<file path="src/rtl/fft_pkg.sv">
// Shared constants and helpers for the 32-point FFT datapath.
package fft_pkg;

  localparam int unsigned DATA_W    = 8;
  localparam int unsigned FFT_N     = 32;
  localparam int unsigned FFT_LOG2N = $clog2(FFT_N);

  typedef enum logic {StIdle, StStream} ser_state_e;

  function automatic int unsigned bitrev(input int unsigned idx, input int unsigned width);
    int unsigned r;
    r = 0;
    for (int unsigned b = 0; b < width; b++) r = (r << 1) | ((idx >> b) & 1);
    return r;
  endfunction

  // Slot i of a flat bus lives at [(i+1)*width-1 : i*width].
  function automatic int unsigned slot_lsb(input int unsigned slot, input int unsigned width);
    return slot * width;
  endfunction

endpackage

</file>
<file path="src/rtl/fft_out_serializer_if.sv">
// Parallel-frame in / serial-sample out bundle for fft_out_serializer.
// master = frame source and sample consumer; slave = the serializer.
interface fft_out_serializer_if
  import fft_pkg::*;
#(
  parameter int unsigned data_width = DATA_W,
  parameter int unsigned no_in_out  = FFT_N
) ();
  localparam int unsigned IDX_W = $clog2(no_in_out);

  logic                            in_valid;
  logic                            in_ready;
  logic [no_in_out*data_width-1:0] input_data_real;
  logic [no_in_out*data_width-1:0] input_data_imag;
  logic                            out_valid;
  logic                            out_ready;
  logic [data_width-1:0]           output_real;
  logic [data_width-1:0]           output_imag;
  logic [IDX_W-1:0]                out_index;
  logic                            out_last;

  modport master (
    output in_valid, input_data_real, input_data_imag, out_ready,
    input  in_ready, out_valid, output_real, output_imag, out_index, out_last
  );

  modport slave (
    input  in_valid, input_data_real, input_data_imag, out_ready,
    output in_ready, out_valid, output_real, output_imag, out_index, out_last
  );
endinterface

</file>
<file path="src/rtl/fft_bitrev_index.sv">
// Combinational bit reversal of a Width-bit index; shared with the stage mappers.
module fft_bitrev_index
  import fft_pkg::*;
#(
  parameter int unsigned Width = FFT_LOG2N
) (
  input  logic [Width-1:0] i_idx,
  output logic [Width-1:0] o_idx
);
  for (genvar b = 0; b < Width; b++) begin : g_rev
    assign o_idx[b] = i_idx[Width-1-b];
  end
endmodule

</file>
<file path="src/rtl/fft_out_serializer.sv">
// Streams a bit-reversed parallel FFT frame out serially in natural order.
// Define FFT_OUT_PINGPONG_EN to add a shadow buffer for gapless back-to-back frames.
module fft_out_serializer
  import fft_pkg::*;
#(
  parameter int unsigned data_width = DATA_W,
  parameter int unsigned no_in_out  = FFT_N
) (
  input logic clk,
  input logic rst,
  fft_out_serializer_if.slave bus
);
  localparam int unsigned     IDX_W    = $clog2(no_in_out);
  localparam int unsigned     BUS_W    = no_in_out * data_width;
  localparam logic [IDX_W-1:0] LAST_IDX = IDX_W'(no_in_out - 1);

  ser_state_e       r_state, w_state_d;
  logic [IDX_W-1:0] r_cnt, w_cnt_d, w_slot;
  logic [BUS_W-1:0] r_act_re, r_act_im;
  logic             w_in_fire, w_out_fire, w_last, w_load_act;

`ifdef FFT_OUT_PINGPONG_EN
  logic [BUS_W-1:0] r_shd_re, r_shd_im;
  logic             r_shadow_full, w_shadow_full_d, w_load_shadow, w_shift_shadow;
  assign bus.in_ready = !r_shadow_full;
`else
  assign bus.in_ready = (r_state == StIdle);
`endif

  assign w_in_fire  = bus.in_valid & bus.in_ready;
  assign w_out_fire = (r_state == StStream) & bus.out_ready;
  assign w_last     = (r_cnt == LAST_IDX);

  fft_bitrev_index #(
    .Width (IDX_W)
  ) u_bitrev (
    .i_idx (r_cnt),
    .o_idx (w_slot)
  );

  always_comb begin
    w_state_d  = r_state;
    w_cnt_d    = r_cnt;
    w_load_act = 1'b0;
`ifdef FFT_OUT_PINGPONG_EN
    w_load_shadow   = 1'b0;
    w_shift_shadow  = 1'b0;
    w_shadow_full_d = r_shadow_full;
`endif
    unique case (r_state)
      StIdle: begin
        if (w_in_fire) begin
          w_load_act = 1'b1;
          w_cnt_d    = '0;
          w_state_d  = StStream;
        end
      end
      StStream: begin
        if (w_out_fire) begin
          w_cnt_d = r_cnt + IDX_W'(1);
          if (w_last) begin
            w_cnt_d   = '0;
            w_state_d = StIdle;
`ifdef FFT_OUT_PINGPONG_EN
            if (r_shadow_full) begin
              w_shift_shadow  = 1'b1;
              w_shadow_full_d = 1'b0;
              w_state_d       = StStream;
            end else if (w_in_fire) begin
              // Frame arriving on the final handshake bypasses the shadow.
              w_load_act = 1'b1;
              w_state_d  = StStream;
            end
`endif
          end
        end
`ifdef FFT_OUT_PINGPONG_EN
        if (w_in_fire && !(w_out_fire && w_last)) begin
          w_load_shadow   = 1'b1;
          w_shadow_full_d = 1'b1;
        end
`endif
      end
      default: w_state_d = StIdle;
    endcase
  end

  always_ff @(posedge clk or posedge rst) begin
    if (rst) begin
      r_state  <= StIdle;
      r_cnt    <= '0;
      r_act_re <= '0;
      r_act_im <= '0;
    end else begin
      r_state <= w_state_d;
      r_cnt   <= w_cnt_d;
      if (w_load_act) begin
        r_act_re <= bus.input_data_real;
        r_act_im <= bus.input_data_imag;
`ifdef FFT_OUT_PINGPONG_EN
      end else if (w_shift_shadow) begin
        r_act_re <= r_shd_re;
        r_act_im <= r_shd_im;
`endif
      end
    end
  end

`ifdef FFT_OUT_PINGPONG_EN
  always_ff @(posedge clk or posedge rst) begin
    if (rst) begin
      r_shd_re      <= '0;
      r_shd_im      <= '0;
      r_shadow_full <= 1'b0;
    end else begin
      r_shadow_full <= w_shadow_full_d;
      if (w_load_shadow) begin
        r_shd_re <= bus.input_data_real;
        r_shd_im <= bus.input_data_imag;
      end
    end
  end
`endif

  always_comb begin
    bus.out_valid   = 1'b0;
    bus.out_index   = '0;
    bus.out_last    = 1'b0;
    bus.output_real = '0;
    bus.output_imag = '0;
    if (r_state == StStream) begin
      bus.out_valid   = 1'b1;
      bus.out_index   = r_cnt;
      bus.out_last    = w_last;
      bus.output_real = r_act_re[w_slot*data_width +: data_width];
      bus.output_imag = r_act_im[w_slot*data_width +: data_width];
    end
  end

endmodule

</file>
<file path="src/flat_wrapper.sv">
// flat-port wrapper written by rule: the top's interface ports become plain ports
module fft_out_serializer_flat import fft_pkg::*;
#(
  parameter int unsigned data_width = DATA_W,
  parameter int unsigned no_in_out  = FFT_N
)
  (clk, rst, bus_in_valid, bus_input_data_real, bus_input_data_imag, bus_out_ready, bus_in_ready, bus_out_valid, bus_output_real, bus_output_imag, bus_out_index, bus_out_last);
  fft_out_serializer_if #(.data_width(data_width), .no_in_out(no_in_out)) bus_i ();
  input logic clk;
  input logic rst;
  input wire logic [$bits(bus_i.in_valid)-1:0] bus_in_valid;
  input wire logic [$bits(bus_i.input_data_real)-1:0] bus_input_data_real;
  input wire logic [$bits(bus_i.input_data_imag)-1:0] bus_input_data_imag;
  input wire logic [$bits(bus_i.out_ready)-1:0] bus_out_ready;
  output wire logic [$bits(bus_i.in_ready)-1:0] bus_in_ready;
  output wire logic [$bits(bus_i.out_valid)-1:0] bus_out_valid;
  output wire logic [$bits(bus_i.output_real)-1:0] bus_output_real;
  output wire logic [$bits(bus_i.output_imag)-1:0] bus_output_imag;
  output wire logic [$bits(bus_i.out_index)-1:0] bus_out_index;
  output wire logic [$bits(bus_i.out_last)-1:0] bus_out_last;
  assign bus_i.in_valid = bus_in_valid;
  assign bus_i.input_data_real = bus_input_data_real;
  assign bus_i.input_data_imag = bus_input_data_imag;
  assign bus_i.out_ready = bus_out_ready;
  assign bus_in_ready = bus_i.in_ready;
  assign bus_out_valid = bus_i.out_valid;
  assign bus_output_real = bus_i.output_real;
  assign bus_output_imag = bus_i.output_imag;
  assign bus_out_index = bus_i.out_index;
  assign bus_out_last = bus_i.out_last;
  fft_out_serializer #(.data_width(data_width), .no_in_out(no_in_out)) u_core (.clk(clk), .rst(rst), .bus(bus_i));
endmodule
</file>
<file path="config.mk">
export PLATFORM = sky130hd
export DESIGN_NAME = fft_out_serializer_flat
export DESIGN_NICKNAME = d
export VERILOG_FILES = /design/src/rtl/fft_pkg.sv /design/src/rtl/fft_out_serializer_if.sv /design/src/rtl/fft_bitrev_index.sv /design/src/rtl/fft_out_serializer.sv /design/src/flat_wrapper.sv
export SDC_FILE = /design/constraint.sdc
export NUM_CORES = 1
export LEC_CHECK = 0
export ABC_AREA = 1
export CAP_MARGIN = 40
export CORE_MARGIN = 3
export CORE_UTILIZATION = 50
export DETAILED_ROUTE_END_ITERATION = 6
export GPL_TIMING_DRIVEN = 0
export PLACE_DENSITY = 0.8
export SETUP_SLACK_MARGIN = 0.15
export SLEW_MARGIN = 25
export SYNTH_ARGS = -nofsm -noshare
export SYNTH_HDL_FRONTEND = slang
export SYNTH_SLANG_ARGS = --single-unit
</file>
<file path="constraint.sdc">
create_clock -name clk -period 23.4 [get_ports clk]
set_clock_uncertainty 0.1 [all_clocks]
set_input_delay 4.68 -clock clk [delete_from_list [all_inputs] [get_ports clk]]
set_output_delay 4.68 -clock clk [all_outputs]
set_load 0.1 [all_outputs]
</file>
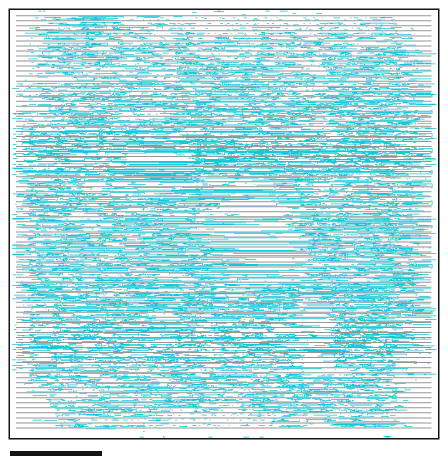
m1.png
Scale bar: 50 µm. Supply wires on this layer in grey.
The layer carries 38.9 mm of wire. 4158 nets have wire on it.
Via Count: 25210
DRT Wirelength: 97.95 mm
global routing met1 resource utilization: 0.4776

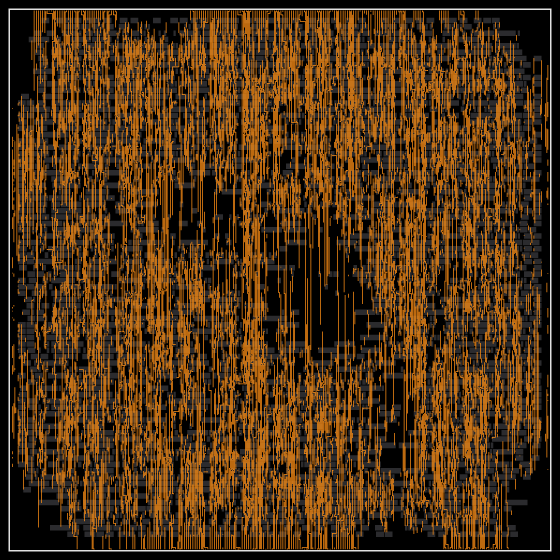
m2.png
Cells faint in the background.
The layer carries 45.2 mm of wire. The longest straight run is 87.4 µm. The wires run mostly vertical.
GR met2 Demand/Resource: 0.5743

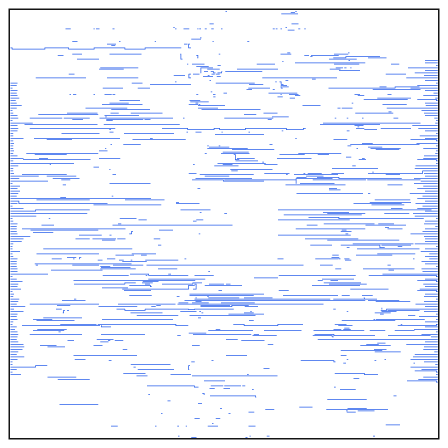
m3.png
The longest straight run is 97.5 µm. The layer carries 9000 µm of wire. 645 nets have wire on it. The wires run mostly horizontal.
GRT met3 Usage: 0.06563

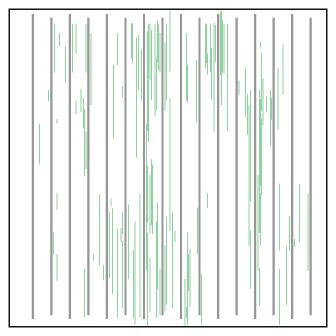
m4.png
Supply wires on this layer in grey.
The layer holds 5.0% of the routed length. 99 nets have wire on it. The wires run mostly vertical. The longest straight run is 105 µm.

==> flow_summary.ini <==
; implementation run metrics
[power_and_ir_drop]
net-switching-power_w = 0.001913
p_clk_frac = 0.200
power_frac_comb = 0.487
leakage_nw = 17.40
pwr_density_cell_nw_per_um2 = 130.0
max-vdd-ir-drop_mv = 0.1258
power.share.switching = 0.4315
p_int_w = 0.002521
sequentialPowerShare = 0.313

[critical_path]
reg2reg_slack_ps = 21120
timing.reg2reg.worst_path_depth = 7
cp_max_fo = 10
worstPathRequired_ps = 18620
crit_type = flip-flop to primary output
capturing_element_type_of_the_critical_path = primary output
timing.critical_path.slowest_stage_cell = sky130_fd_sc_hd__clkbuf_1
crit_path_start_kind = flip-flop
startpoint = u_core.r_cnt[4]
slowest_delay_ps = 700
cells_along_the_critical_path = inv_2 -> clkbuf_1 -> nand2_1 -> nand3_1 -> nand2_1 -> nand2_1 -> nand2_1 -> inv_1 -> nand2_1 -> nand2_1 -> nand2_1 -> clkdlybuf4s50_1 -> buf_16
cp-endpoint = bus_output_imag[7]
r2r_start = u_core.r_state
r2r-end = u_core.r_act_im[4]
crit_top_cell = sky130_fd_sc_hd__nand2_1
critical_path_arrival_ps = 3710

[final_timing]
grt_setup_unrepaired = no
report.final.slew_viol_count = 0
fin_worst_hold_slack_ps = 409.6
fin_crit_ps = 8495
tightest_slew_ps = 885.6
finalWorstSetupSlack_ps = 14910
timing.slew.headroom = 0.4096
fmaxAchievable_mhz = 117.7
fin_crit_sh = 0.3630
final_hold_violation_tally = 0
final-setup-viol-count = 0
final.setup.tns_ps = 0

[detailed_routing]
drt_pre_antenna_iters = 6
dr_wl_met3_mm = 8.997
drt-vias-per-instance = 5.288
met2_wirelength_mm = 45.16
topRoutingLayerUsed = met5
route.layer.met1.wl_mm = 38.90
detail_route.drc_violations = 0
drt_iter0_markers = 2538
avgRoutedWirePerCell_um = 20.55
antenna_left = 0

[synth]
async_reset_ff_frac = 1.000
ys_seq_share = 0.5093
top_area_frac = 0.5093
yosys.stat.chipArea_um2 = 25450
post_synth_num_cell_types = 19
synth.cells.most_frequent = sky130_fd_sc_hd__nand2_1, sky130_fd_sc_hd__nor2_1, sky130_fd_sc_hd__dfrtp_1
postSynthRegisterBits = 518
netlist.top_cell.by_area = sky130_fd_sc_hd__dfrtp_1
post_synth_inst_count = 3418
edf_count = 0
synth-warning-count = 0
most_common_cell = sky130_fd_sc_hd__nand2_1
synth_area_um2 = 25450
synthesis.area_per_instance_um2 = 7.446
yosysCellCount = 3418
syn_nets = 3937
ys_top_cells_by_area = sky130_fd_sc_hd__dfrtp_1, sky130_fd_sc_hd__nand2_1, sky130_fd_sc_hd__a21oi_1
postSynth.topFlopCell = sky130_fd_sc_hd__dfrtp_1

[worst_hold_path]
min-delay-path-class = flip-flop to flip-flop
timing.hold.worst.start = u_core.r_act_re[135]
holdPathStages = 1

[die]
core_area_um2 = 50170
floorplan.rows = 82
die-height_um = 231.6
fp_util = 0.5073
dieWidth_um = 231.6
ios = 540
floorplan.die_area_um2 = 53650

[place]
place_inst = 4657
preCtsSetupSlack_ps = 15680
place_congestion = 0.9688
place_hpwl_mm = 75.70
numPortBuffers = 539

[clock_network]
postCtsHoldBufs = 0
cts_tree = built
numClockSinks = 518
number_of_buffers_between_clock_root_and_the_deepest_sink = 3
clock_tree.root_cell = sky130_fd_sc_hd__clkbuf_16
cts_inserted_buffers = 53
cts.clk_slew.worst_paths_ps = 60
cts_setup_buffers = 0
cts_h_tree_depth = 2
clkLatencyLatePin_ps = 610
postCtsResizedCells = 0

[final_layout]
layout.cells.most_common_list = sky130_fd_sc_hd__nand2_1, sky130_fd_sc_hd__nor2_1, sky130_fd_sc_hd__clkdlybuf4s50_1
drive_above_1_share = 0.07790
mostFrequentLayoutCell = sky130_fd_sc_hd__nand2_1
area_growth_syn_to_layout_pct = 34.00
finish.net_count = 4559

[global_routing]
grt.total_usage = 0.3588
number_of_antenna_violations_at_the_first_check_in_global_routing = 12
globalRouteOverflowTotal = 0
first_global_vias = 24820
grt_first_pass_wirelength_mm = 144.2
maximum_number_of_pins_on_one_net_before_global_route_repair = 102

[flow_run]
max_cap_violations = 0
log.warning_count = 30

[status]
result_of_the_run = complete, no violations
## flip-flops by register name, summed over array words and instances, names as in the netlist
| signal | flops |
|---|---|
| u_core.r_act_im | 256 |
| u_core.r_act_re | 256 |
| u_core.r_cnt | 5 |
| u_core.r_state | 1 |
## power by group through the flow
stage	clock network, W	logic, W	registers [W]
after floorplan	0	0.00130	0.00138
final	0.000886	0.00216	0.00139
after global placement	0	0.00193	0.00139
after global routing	0.000925	0.00232	0.00142
after CTS	0.000889	0.00212	0.00138
after detailed placement	0	0.00211	0.00140
## stage by stage
stage | utilization | instance area [µm²] | power (W)
3_3_place_gp | 0.6316 | 31690 | 0.003328
6_report | 0.6797 | 34100 | 0.004434
3_5_place_dp | 0.6430 | 32260 | 0.003507
5_1_grt | 0.6794 | 34090 | 0.004669
2_1_floorplan | - | 25450 | 0.002680
4_1_cts | 0.6791 | 34070 | 0.004396
## worst max-delay path: cells and delay by family, from the launching register on
| family | cells | cell delay [ps] |
|---|---|---|
| buf+inv | 5 | 1800 |
| flops | 1 | 440 |
| simple gates | 8 | 850 |
## area by class of cell
cell class | count | area, µm²
fill | 4161 | 16070
sequential | 518 | 12960
multi-input combinational | 2159 | 9392
timing repair buffer | 567 | 5961
inverter | 528 | 1989
clock buffer | 82 | 1625
buffer | 213 | 1115
tap | 672 | 840.8
clock inverter | 15 | 185.2
antenna | 13 | 32.53
## per-layer routing
metal / vias up / track usage
li1: 11730 / -
met4: 4 / 0.1631
met2: 1263 / 0.5743
met1: 11960 / 0.4776
met5: - / 0
met3: 255 / 0.06563
## cells by family after synthesis
logic type / share of synthesized area
buffers and inverters: 0.1217
AND-OR/OR-AND: 0.09567
AND/OR/NAND/NOR: 0.2570
XOR/XNOR: 0.0006884
flip-flops: 0.5093
adder cells (fa/ha/maj): 0.001475
multiplexers: 0.01416
Power is estimated from default activity; no workload was simulated.
